Design hilo_unit, sky130hd; sources not shown.
**Run 1: close-up of the layout**

Window x 38 to 63, y 18 to 43 µm. Cells in grey, sequential cells in the stronger grey; small squares are vias.
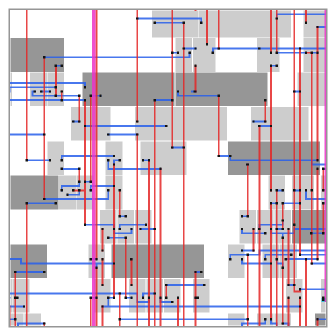
[cyan] met3
[red] met2
[blue] met1
[magenta] met4
sequential cells in the window: 6
cells with their middle in the window: 41
most frequent: nand2_1 (15), dfxtp_1 (6), nor2_1 (6)

**Run 1: placement by cell class**

Scale: 4 px per µm.
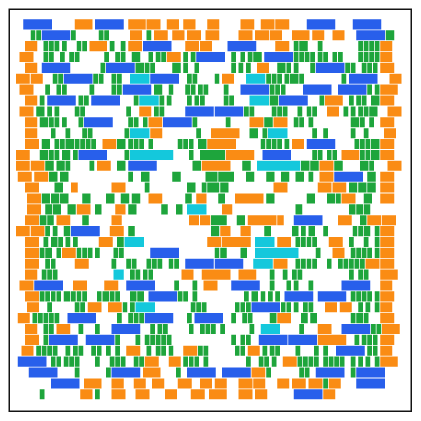
[orange] other buffers and delay cells | cells: 184
[green] all other logic | cells: 527
[cyan] clock drivers and dummy loads | cells: 16
[blue] flops | cells: 65
# rows: 35
CORE AREA: 9280 µm²
post-layout util: 0.627

**Run 1: gate-type map**

Scale: 3 px per µm.
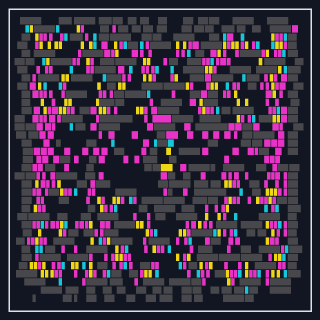
[cyan] inverters | cells: 67 | where: widely spread
[yellow] NOR gates | cells: 130 | where: widely spread
[magenta] NAND gates | cells: 325 | where: widely spread
multi-input combinational area share: 0.338
Non-Filler Instances: 921
dominant logic cell type in the layout: nand2_1

==> notes.md, run 1 <==
run results: yosys stat cell total 636, 1st-iter DRT viols 120, register-to-register setup slack 780 ps, Worst path most repeated cell nor2_1, # DRC 0, CTS tree built, Design Area, Final 5820 µm², Tcrit/Tclk final 0.882, CP cell instances clkdlybuf4s50_1, buf_4, inv_2, a21oi_2, nand2_4, buf_12, nor2_1, nor2_1, Top cells excl fill/tap nand2_1, nor2_1, clkdlybuf4s50_1, dfxtp_1, inv_1, Inst Count DP 905, Setup CP Type in2reg, synthesized flop and latch total 65, outcome completed, WP depth 8, initial antenna violation count 0, P_leak 3.27 nW, crit path capture type flip-flop, YS chip area 3850 µm², htree depth 3, Pre-antenna DRT Iters 4, Min-Delay Path Depth 3, Comb pwr share 0.243, slowest stage delay, CP 530 ps, Worst IR Drop VDD 0.401 mV, Fin. Hold Viols 0, Layout area overhead 51.0%, CTS Hold Bufs 0, Tot GR Track Use 0.228, first-pass GRT wire length 17.6 mm, layout cells sized above 1 0.0947, Critical Path Start Type input port, Max Freq 0.756 GHz, yosys warns 6, cell area power density 880 nW/µm², # diodes 0, Finish-stage setup viols 0, clock power share 0.387, Unique masters post-synth 22, tool warnings 58, Nets 921, vias per cell 4.53, Initial Util 0.415, Die W 100 µm, arrival time worst endpoint 1520 ps, routed wire length 11.5 mm, Internal 3.67 mW, unrepaired setup endpoints after global routing no, Max-cap violations 0, vias in the first global route 3794, largest net degree at the start of global routing 66, final critical-path required period 1320 ps, worst r2r path cells 4, die height 100 µm, via count 4169, critical path's top delay family buffers and inverters, DP HPWL 8.37 mm, Post-Syn Instances 636, Reg power frac 0.370, Sw Pwr 1.45 mW, synthesized area 3850 µm², num ports 202, PortBufs 167, Reg clk slew, reported paths 80 ps, Antenna Violating Nets Remaining 0, worst min path class in2reg, Seq/Total Area, Yosys 0.338, Root Driver clkbuf_8, crit path DRT 1700 ps, Bufs and invs on worst path 4, crit path max fanout 34, # clock sinks 65, Final GP Congestion 0.815, Slew Viols, Final 0, Post-Syn Area per Cell 6.06 µm², Cell Area, Placed 5590 µm², drt wl/cell 12.5 µm, clk latency late pin 350 ps, Switching Share 0.283, Remaining Overflow, GRT 0, clock buffer count from CTS 9, Die ar. 10000 µm², clk buf depth 2, critical path's slowest cell clkdlybuf4s50_1
run 1: metal layers:
metal  up-vias  part of all wire  global-route usage
li1       2206                 -                   -
met1      1821              0.40               0.235
met2       131              0.51               0.436
met3        11             0.080              0.0648
met4         0             0.014              0.0858
met5         -                 0                   0
run 1: power groups by stage:
stage                     Clock, mW  Combinational [mW]  Sequential [mW]
after floorplan                   0               0.550             2.08
after global placement            0                1.29             1.94
after detailed placement          0                1.31             1.94
after CTS                      2.02                1.26             1.90
after global routing           2.11                1.36             1.91
final                          1.98                1.24             1.90
run 1: kinds of logic after synthesis:
kind of cell	Yosys count	share of synthesized area
simple gates	455	0.503
compound gates	3	0.00584
flops	65	0.338
other cells	1	0.000973
buf+inv	112	0.153
run 1: worst min-delay path: stages:
cell and delay (ps):
buf_2 130, buf_4 230, a21oi_1 160
run 1: Yosys cell counts, drive strengths merged:
library cell	count	area [µm²]
nand3	33	178
inv	67	254
clkbuf	6	22.5
buf	39	312
dfxtp	65	1300
a21oi	3	22.5
nor3	1	5.00
conb	1	3.75
nand4	32	200
nor2	129	492
nand2	260	1060
run 1: cell type report:
cell class | instances | area, µm²
sequential | 65 | 1300
tap | 129 | 161
fill | 946 | 3460
multi-input combinational | 460 | 1970
clock buffer | 12 | 165
inverter | 67 | 254
timing repair buffer | 184 | 1870
clock inverter | 4 | 97.6
run 1: repair_timing:
action / 4_1_cts / 5_1_grt
endpoints found under the hold margin: 0 / 0
pin swaps: 0 / 0
setup endpoints to repair: 52 / 15
resized: 52 / 17
buffers inserted: 0 / 0
run 1: per-stage QoR:
step                      setup WS (ps)  total power, mW  setup TNS, ps  hold WS [ps]
after floorplan                     246             2.63              0           187
after global placement             -231             3.23          -8130           447
after detailed placement           -260             3.25          -8470           448
after CTS                        0.0479             5.17              0           291
after global routing                106             5.38              0           304
final                               177             5.12              0           302
==> run 1 -> run 2 <==
CTS_CLUSTER_DIAMETER = 200   (was default)
**Run 2: gate-type map**

Scale: 3 px per µm.
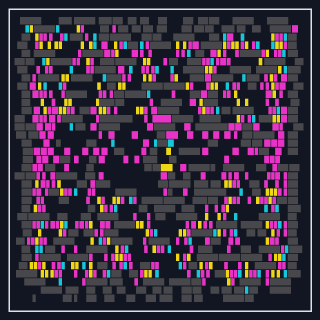
[cyan] inverters | cells: 67 | where: widely spread
[yellow] NOR gates | cells: 130 | where: widely spread
[magenta] NAND gates | cells: 325 | where: widely spread

==> run 2 against run 1 <==
  * Non-clock buffer count did not move
  * Register-to-register slack barely moved
  * Routed wire length did not move
  * Sequential share of layout area did not move
  * Critical path depth did not move
  * Worst hold slack did not move
  * Critical endpoint unchanged
  * Largest cell class unchanged
==> notes.md, run 2 <==
run results: clk buf depth 2, CTS tree built, 1st-iter DRT viols 120, Worst path most repeated cell nor2_1, worst r2r path cells 4, # diodes 0, Post-Syn Area per Cell 6.06 µm², crit path max fanout 34, DP HPWL 8.37 mm, main flop type after synthesis dfxtp_1, unrepaired setup endpoints after global routing no, synthesized flop and latch total 65, htree depth 3, Max Freq 0.756 GHz, Max-area cell share 0.338, Post-Syn Instances 636, worst min path class in2reg, Reg clk slew, reported paths 80 ps, Commonest cells post-synth nand2_1, nor2_1, dfxtp_1, inv_1, Non-Filler Instances 921, PortBufs 167, async set or reset register ratio after synthesis 0, slowest stage delay, CP 530 ps, register-to-register setup slack 780 ps, setup TNS 0 ps, routed wire length 11.5 mm, layout cells sized above 1 0.0947, tool warnings 58, Max-cap violations 0, Nets 921, Unique masters post-synth 22, area fraction in mux cells 0, fa+ha+maj area frac 0, final critical-path required period 1320 ps, num ports 202, post-layout util 0.627, Antenna Violating Nets Remaining 0, # DRC 0, P_leak 3.27 nW, crit path capture type flip-flop, Finish-stage setup viols 0, yosys stat cell total 636, Layout area overhead 51.0%, Top cells excl fill/tap nand2_1, nor2_1, clkdlybuf4s50_1, dfxtp_1, inv_1, CORE AREA 9280 µm², Cell Area, Placed 5590 µm², drt wl/cell 12.5 µm, post-CTS setup buffers 0, largest net degree at the start of global routing 66, synthesized area 3850 µm², XOR/XNOR Fraction of Synth Area 0, Worst IR Drop VDD 0.401 mV, outcome completed, Fin. Hold Viols 0, CP cell instances clkdlybuf4s50_1, buf_4, inv_2, a21oi_2, nand2_4, buf_12, nor2_1, nor2_1, Inst Count DP 905, flip-flops with a built-in enable 0, initial antenna violation count 0, biggest area cells dfxtp_1, nand2_1, nor2_1, dominant logic cell type in the layout nand2_1, Initial Util 0.415, Setup CP Type in2reg, first-pass GRT wire length 17.6 mm, # rows 35, critical path's slowest cell clkdlybuf4s50_1, Post-Synth AOI/OAI Area 0.00584, Remaining Overflow, GRT 0, yosys warns 6, crit path DRT 1700 ps, clock buffer count from CTS 9, Critical Path Start Type input port, CTS Hold Bufs 0
**Run 2: placement by cell class**

Scale: 4 px per µm.
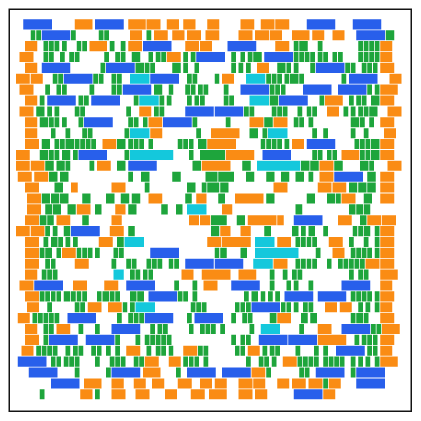
[green] all other logic | cells: 527
[orange] other buffers and delay cells | cells: 184
[cyan] clock drivers and dummy loads | cells: 16
[blue] flops | cells: 65
Design Area, Final: 5820 µm²
Seq/total area: 0.224

==> run 2: cell counts in the layout (fill, tap and decap cells not counted) <==
Identical to the previous run, type by type.
==> run 2: what timing repair did <==
item / CTS / global route
setup endpoints to repair: 52 / 15
hold endpoints to repair: 0 / 0
resized: 52 / 17
==> run 2: through the flow <==
step / hold WS (ps) / worst slack [ps]
6_report: 302 / 177
4_1_cts: 291 / 0.0479
3_5_place_dp: 448 / -260
2_1_floorplan: 187 / 246
5_1_grt: 304 / 106
3_3_place_gp: 447 / -231
==> run 2: cell families (layout without fill, tap and decap cells) <==
group                  count (synthesis)  in the layout
AOI/OAI and AO/OA                      3              3
buffers and inverters                112            267
DFF                                   65             65
other                                  1              2
and+or+nand+nor                      455            455
==> run 2: where the power goes <==
| part | internal (mW) | leakage (nW) | total [mW] | switching [mW] |
|---|---|---|---|---|
| combinational | 0.589 | 2.61 | 1.24 | 0.655 |
| clock | 1.24 | 0.129 | 1.98 | 0.741 |
| sequential | 1.84 | 0.535 | 1.90 | 0.0552 |
| total | 3.67 | 3.27 | 5.12 | 1.45 |
==> run 2: metal layers <==
layer	routed length, µm	global-route usage	up-vias
met1	4600	0.235	1821
met3	926	0.0648	11
li1	-	-	2206
met5	0	0	-
met4	163	0.0858	0
met2	5860	0.436	131
==> run 2: worst max-delay path, delay by kind of cell <==
family                 cells  cell delay, ps
buffers and inverters      4             920
and+or+nand+nor            3             290
AOI/OAI and AO/OA          1             160
==> run 2: cell type report <==
| cell class | instances | area, µm² |
|---|---|---|
| Clock inverter | 4 | 97.6 |
| Fill cell | 946 | 3460 |
| Clock buffer | 12 | 165 |
| Tap cell | 129 | 161 |
| Timing Repair Buffer | 184 | 1870 |
| Inverter | 67 | 254 |
| Multi-Input combinational cell | 460 | 1970 |
| Sequential cell | 65 | 1300 |
Power figures rest on the tool's default switching activity, not on a simulated workload.
